`config.mk`:
```
export PLATFORM = sky130hd
export DESIGN_NAME = traffic_conflict_monitor
export DESIGN_NICKNAME = d
export VERILOG_FILES = /design/src/rtl/traffic_conflict_monitor.sv
export SDC_FILE = /design/constraint.sdc
export NUM_CORES = 1
export LEC_CHECK = 0
export CORE_MARGIN = 5
export CORE_UTILIZATION = 46
export DETAILED_ROUTE_END_ITERATION = 10
export PLACE_DENSITY = 0.77
export SLEW_MARGIN = 0
export SYNTH_ARGS = -nofsm -noshare
export SYNTH_HDL_FRONTEND = slang
export SYNTH_SLANG_ARGS = --single-unit
```
`constraint.sdc`:
```
create_clock -name clk -period 2.2 [get_ports clk]
set_input_delay 0.44 -clock clk [delete_from_list [all_inputs] [get_ports clk]]
set_output_delay 0.44 -clock clk [all_outputs]
set_load 0.01 [all_outputs]
```
`src/rtl/traffic_conflict_monitor.sv`:
```
// Safety stage between the traffic light controller and the lamp drivers:
// registers the six lamp commands, checks each cycle for illegal patterns, and latches a fault with flashing red.
module traffic_conflict_monitor #(
  parameter int unsigned STARTUP_CYCLES = 8,
  parameter int unsigned MIN_YELLOW     = 3,
  parameter int unsigned FLASH_HALF     = 5
) (
  input  logic       clk,
  input  logic       reset,
  input  logic       ns_red_i,
  input  logic       ns_yellow_i,
  input  logic       ns_green_i,
  input  logic       ew_red_i,
  input  logic       ew_yellow_i,
  input  logic       ew_green_i,
  input  logic       fault_ack,
  output logic       ns_red,
  output logic       ns_yellow,
  output logic       ns_green,
  output logic       ew_red,
  output logic       ew_yellow,
  output logic       ew_green,
  output logic       fault,
  output logic [2:0] fault_code
);

  localparam int unsigned SW = (STARTUP_CYCLES > 1) ? $clog2(STARTUP_CYCLES) : 1;
  localparam int unsigned FW = (FLASH_HALF > 1) ? $clog2(FLASH_HALF) : 1;
  localparam int unsigned YW = $clog2(MIN_YELLOW + 1);
  localparam logic [5:0] ALL_RED = 6'b100_100;

  typedef enum logic [1:0] {ST_STARTUP, ST_PASS, ST_FAULT} state_t;
  typedef enum logic [1:0] {LAMP_RED, LAMP_YELLOW, LAMP_GREEN} lamp_t;

  state_t        state, state_nxt;
  logic [5:0]    lamps, lamps_nxt;
  logic          fault_nxt;
  logic [2:0]    code_nxt, check_code;
  logic [SW-1:0] start_cnt, start_cnt_nxt;
  logic [FW-1:0] flash_cnt, flash_cnt_nxt;
  logic [YW-1:0] ns_ycnt, ns_ycnt_nxt, ew_ycnt, ew_ycnt_nxt;
  lamp_t         ns_prev, ns_prev_nxt, ew_prev, ew_prev_nxt;
  lamp_t         ns_cur, ew_cur;
  logic [5:0]    cmd;
  logic          conflict, invalid, bad_seq, short_yellow;

  function automatic logic one_lit(input logic [2:0] ryg);
    return (ryg == 3'b100) || (ryg == 3'b010) || (ryg == 3'b001);
  endfunction

  function automatic lamp_t decode(input logic [2:0] ryg);
    lamp_t l;
    l = LAMP_RED;
    if (ryg[1]) l = LAMP_YELLOW;
    if (ryg[0]) l = LAMP_GREEN;
    return l;
  endfunction

  function automatic logic legal_step(input lamp_t p, input lamp_t c);
    return (p == c) ||
           (p == LAMP_RED    && c == LAMP_GREEN)  ||
           (p == LAMP_GREEN  && c == LAMP_YELLOW) ||
           (p == LAMP_YELLOW && c == LAMP_RED);
  endfunction

  function automatic logic [YW-1:0] ycnt_step(input logic [YW-1:0] cnt, input logic yel);
    logic [YW-1:0] n;
    n = '0;
    if (yel) n = (cnt == YW'(MIN_YELLOW)) ? cnt : cnt + 1'b1;
    return n;
  endfunction

  assign cmd    = {ns_red_i, ns_yellow_i, ns_green_i, ew_red_i, ew_yellow_i, ew_green_i};
  assign ns_cur = decode(cmd[5:3]);
  assign ew_cur = decode(cmd[2:0]);

  assign conflict     = (cmd[4] | cmd[3]) & (cmd[1] | cmd[0]);
  assign invalid      = !one_lit(cmd[5:3]) || !one_lit(cmd[2:0]);
  assign bad_seq      = !legal_step(ns_prev, ns_cur) || !legal_step(ew_prev, ew_cur);
  assign short_yellow = (ns_prev == LAMP_YELLOW && ns_cur == LAMP_RED && ns_ycnt < YW'(MIN_YELLOW)) ||
                        (ew_prev == LAMP_YELLOW && ew_cur == LAMP_RED && ew_ycnt < YW'(MIN_YELLOW));

  // Lowest code wins when several checks fail together
  always_comb begin
    check_code = 3'd0;
    if (conflict)          check_code = 3'd1;
    else if (invalid)      check_code = 3'd2;
    else if (bad_seq)      check_code = 3'd3;
    else if (short_yellow) check_code = 3'd4;
  end

  always_comb begin
    state_nxt     = state;
    lamps_nxt     = lamps;
    fault_nxt     = fault;
    code_nxt      = fault_code;
    start_cnt_nxt = start_cnt;
    flash_cnt_nxt = flash_cnt;
    ns_ycnt_nxt   = ns_ycnt;
    ew_ycnt_nxt   = ew_ycnt;
    ns_prev_nxt   = ns_prev;
    ew_prev_nxt   = ew_prev;
    case (state)
      ST_STARTUP: begin
        lamps_nxt   = ALL_RED;
        ns_ycnt_nxt = '0;
        ew_ycnt_nxt = '0;
        ns_prev_nxt = LAMP_RED;
        ew_prev_nxt = LAMP_RED;
        if (start_cnt == SW'(STARTUP_CYCLES - 1)) begin
          state_nxt     = ST_PASS;
          start_cnt_nxt = '0;
        end else begin
          start_cnt_nxt = start_cnt + 1'b1;
        end
      end
      ST_PASS: begin
        if (check_code != 3'd0) begin
          state_nxt     = ST_FAULT;
          fault_nxt     = 1'b1;
          code_nxt      = check_code;
          lamps_nxt     = ALL_RED;
          flash_cnt_nxt = '0;
        end else begin
          lamps_nxt   = cmd;
          ns_prev_nxt = ns_cur;
          ew_prev_nxt = ew_cur;
          ns_ycnt_nxt = ycnt_step(ns_ycnt, ns_yellow_i);
          ew_ycnt_nxt = ycnt_step(ew_ycnt, ew_yellow_i);
        end
      end
      ST_FAULT: begin
        if (fault_ack && cmd == ALL_RED) begin
          state_nxt     = ST_STARTUP;
          fault_nxt     = 1'b0;
          code_nxt      = 3'd0;
          lamps_nxt     = ALL_RED;
          start_cnt_nxt = '0;
          flash_cnt_nxt = '0;
          ns_ycnt_nxt   = '0;
          ew_ycnt_nxt   = '0;
          ns_prev_nxt   = LAMP_RED;
          ew_prev_nxt   = LAMP_RED;
        end else if (flash_cnt == FW'(FLASH_HALF - 1)) begin
          // Both reds always carry the same level, so toggling from the NS bit is enough
          flash_cnt_nxt = '0;
          lamps_nxt     = {~lamps[5], 2'b00, ~lamps[5], 2'b00};
        end else begin
          flash_cnt_nxt = flash_cnt + 1'b1;
        end
      end
      default: state_nxt = ST_STARTUP;
    endcase
  end

  always_ff @(posedge clk) begin
    if (!reset) begin
      state      <= ST_STARTUP;
      lamps      <= ALL_RED;
      fault      <= 1'b0;
      fault_code <= 3'd0;
      start_cnt  <= '0;
      flash_cnt  <= '0;
      ns_ycnt    <= '0;
      ew_ycnt    <= '0;
      ns_prev    <= LAMP_RED;
      ew_prev    <= LAMP_RED;
    end else begin
      state      <= state_nxt;
      lamps      <= lamps_nxt;
      fault      <= fault_nxt;
      fault_code <= code_nxt;
      start_cnt  <= start_cnt_nxt;
      flash_cnt  <= flash_cnt_nxt;
      ns_ycnt    <= ns_ycnt_nxt;
      ew_ycnt    <= ew_ycnt_nxt;
      ns_prev    <= ns_prev_nxt;
      ew_prev    <= ew_prev_nxt;
    end
  end

  assign {ns_red, ns_yellow, ns_green, ew_red, ew_yellow, ew_green} = lamps;

endmodule

```
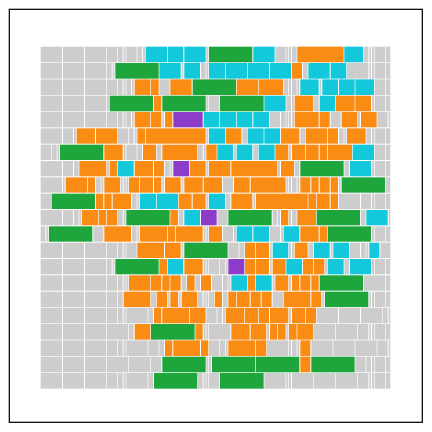
(cell classes on the final placement)
Drawn at 6 px/um. Fill, decap, tap and diode cells in gray.
| color | class | cells |
|---|---|---|
| green | sequential cells | 26 |
| cyan | remaining buffers and delay cells | 50 |
| purple | clock drivers and dummy loads | 4 |
| orange | combinational and other logic | 140 |

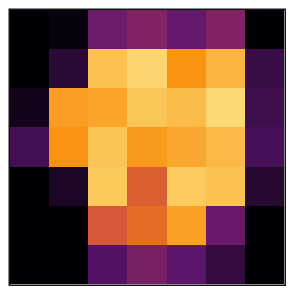
(placement density heat map)
Drawn at 4 px/um. 7 x 7 tiles, from black (low) to pale yellow (high), 0 to 100% covered.
nearly empty tiles: 20%
mean over tiles: 42%
emptiest ninth of the die: lower left
fullest tile: 92%
tiles over 75% full: 37%
densest ninth of the die: center

==> flow_summary.json <==
{
  "drv_slew": 0,
  "cap_violations": 0,
  "area_delta_synth_final_pct": 28.98,
  "route.met2.wl_um": 2216,
  "drc": 0,
  "yosysMostFrequentCell": "dfxtp_1",
  "nNonClkInverters": 10,
  "end_kind": "flop",
  "fin_ws_ns": 0.08910,
  "cp.arrival_ns": 2.39,
  "largest_cell_class": "logic gates",
  "setup.worst_path.start_class": "input pin",
  "clock-sinks": 26,
  "dp_hpwl_um": 3214,
  "buffers": 50,
  "worst-path-buf-inv": 3,
  "ys_seq_share": 0.3294,
  "n_clock_buffer": 4,
  "grt_pass1_wl_um": 6768,
  "yosys_cells": 178,
  "worstHoldEndpoint": "lamps[2]",
  "top_layer": "met4",
  "synth_area_mm2": 0.001580,
  "layout.nonclk_buf_frac": 0.2020,
  "simple_gate_area_frac": 0.2660,
  "fp_util": 0.4736,
  "mostFrequentLayoutCells": "buf_4 (32), dfxtp_1 (26), clkdlybuf4s50_1 (14), nor2_1 (13), nand2_1 (12)",
  "htree_levels": 1,
  "clock_skew_ns": 0.004189,
  "flop-count": 26,
  "yosys.area_share.adder": 0.07918,
  "tightest_slew_ns": 0.4968,
  "top_cell_area_share": 0.3294,
  "synth-async-reset-ratio": 0,
  "p_total_mw": 1.420,
  "place_congestion": 0.8704,
  "cpLargestDelayFamily": "simple AND/OR/NAND/NOR gates",
  "layout_top_cell": "buf_4",
  "antenna_left": 0,
  "synth-area-yosys_mm2": 0.001580,
  "vias_per_cell": 5.962,
  "sh_seq_area": 0.2554,
  "warnings": 30,
  "met1_usage": 0.2215,
  "die_h_um": 68.61,
  "cp_slowest_cell": "or3_1",
  "period_needed_ns": 2.111,
  "grt_remaining_overflow": 0,
  "hold_path.class": "flop to flop",
  "final_nets": 240,
  "slew-limit-headroom": 0.6688,
  "cts_inserted_buffers": 3,
  "grt_max_degree": 18,
  "met1_length_um": 1798,
  "powerDensity_mw_per_mm2": 696.8,
  "combGateArea_um2": 974.7,
  "grt.busiest_layer": "met2",
  "yosys_most_used_dff": "dfxtp_1",
  "path_class": "input pin to flop",
  "status": "complete, no violations",
  "aoi_share": 0.2462,
  "rsz0062_at_grt": "false",
  "cp.required_ns": 2.48,
  "setup_viol": 0,
  "io_buffers": 18,
  "synthXorXnorAreaFrac": 0.005542,
  "die_w_um": 68.61,
  "sh_comb_area": 0.4782,
  "fp-row-count": 21,
  "wl_per_cell_um": 16.11,
  "edf_count": 0,
  "clockRootBuffer": "clkbuf_4",
  "worstSkewPairLatency_ns": 0.33,
  "path_clk_slew_ns": 0.15,
  "r2r_cells": 6,
  "ys.flops": 26,
  "hold_depth": 2
}
timing repair:
action	CTS	global route
setup buffers	2	0
endpoints found under the hold margin	0	0
gates resized	8	6
hold buffers	0	0
pin swaps	3	2
setup endpoints to repair	26	14
metrics by stage:
stage | utilization | hold WS (ns) | setup TNS, ns
2_1_floorplan | - | 0.4520 | 0
5_1_grt | 0.6108 | 0.4924 | 0
3_5_place_dp | 0.5887 | 0.4467 | -12.74
6_report | 0.6108 | 0.4646 | 0
3_3_place_gp | 0.5887 | 0.4505 | -10.87
4_1_cts | 0.6082 | 0.4705 | 0
sequential cells by signal, indices dropped and copies added, names as in the netlist:
register / flops
flash_cnt: 3
lamps: 6
start_cnt: 3
ns_ycnt: 2
fault_code: 3
ew_prev: 2
ns_prev: 2
fault: 1
ew_ycnt: 2
state: 2
kinds of logic after synthesis:
group	Yosys count
AND-OR/OR-AND	51
buffers and inverters	22
AND/OR/NAND/NOR	68
XOR/XNOR	1
adder cells (fa/ha/maj)	10
flip-flops	26
report_power, final:
group / leakage, nW / switching [mW] / internal, mW / total (mW)
clock network: 0.0210 / 0.150 / 0.101 / 0.251
registers: 0.210 / 0.0332 / 0.519 / 0.552
logic: 0.584 / 0.345 / 0.271 / 0.617
total: 0.815 / 0.528 / 0.892 / 1.42
how the worst max path moves through the flow:
stage,startpoint,end,slack (ns),depth (start not counted)
after detailed placement,ns_yellow_i,lamps[3],-0.59,8
final,ew_green_i,ew_prev[0],0.09,9
after CTS,ew_green_i,ew_prev[0],0.01,9
after global placement,ns_yellow_i,fault_code[0],-0.52,8
after global routing,ns_red_i,ns_ycnt[1],0.004,8
after floorplan,ns_green_i,flash_cnt[0],0.15,7
Power is estimated from default activity; no workload was simulated.
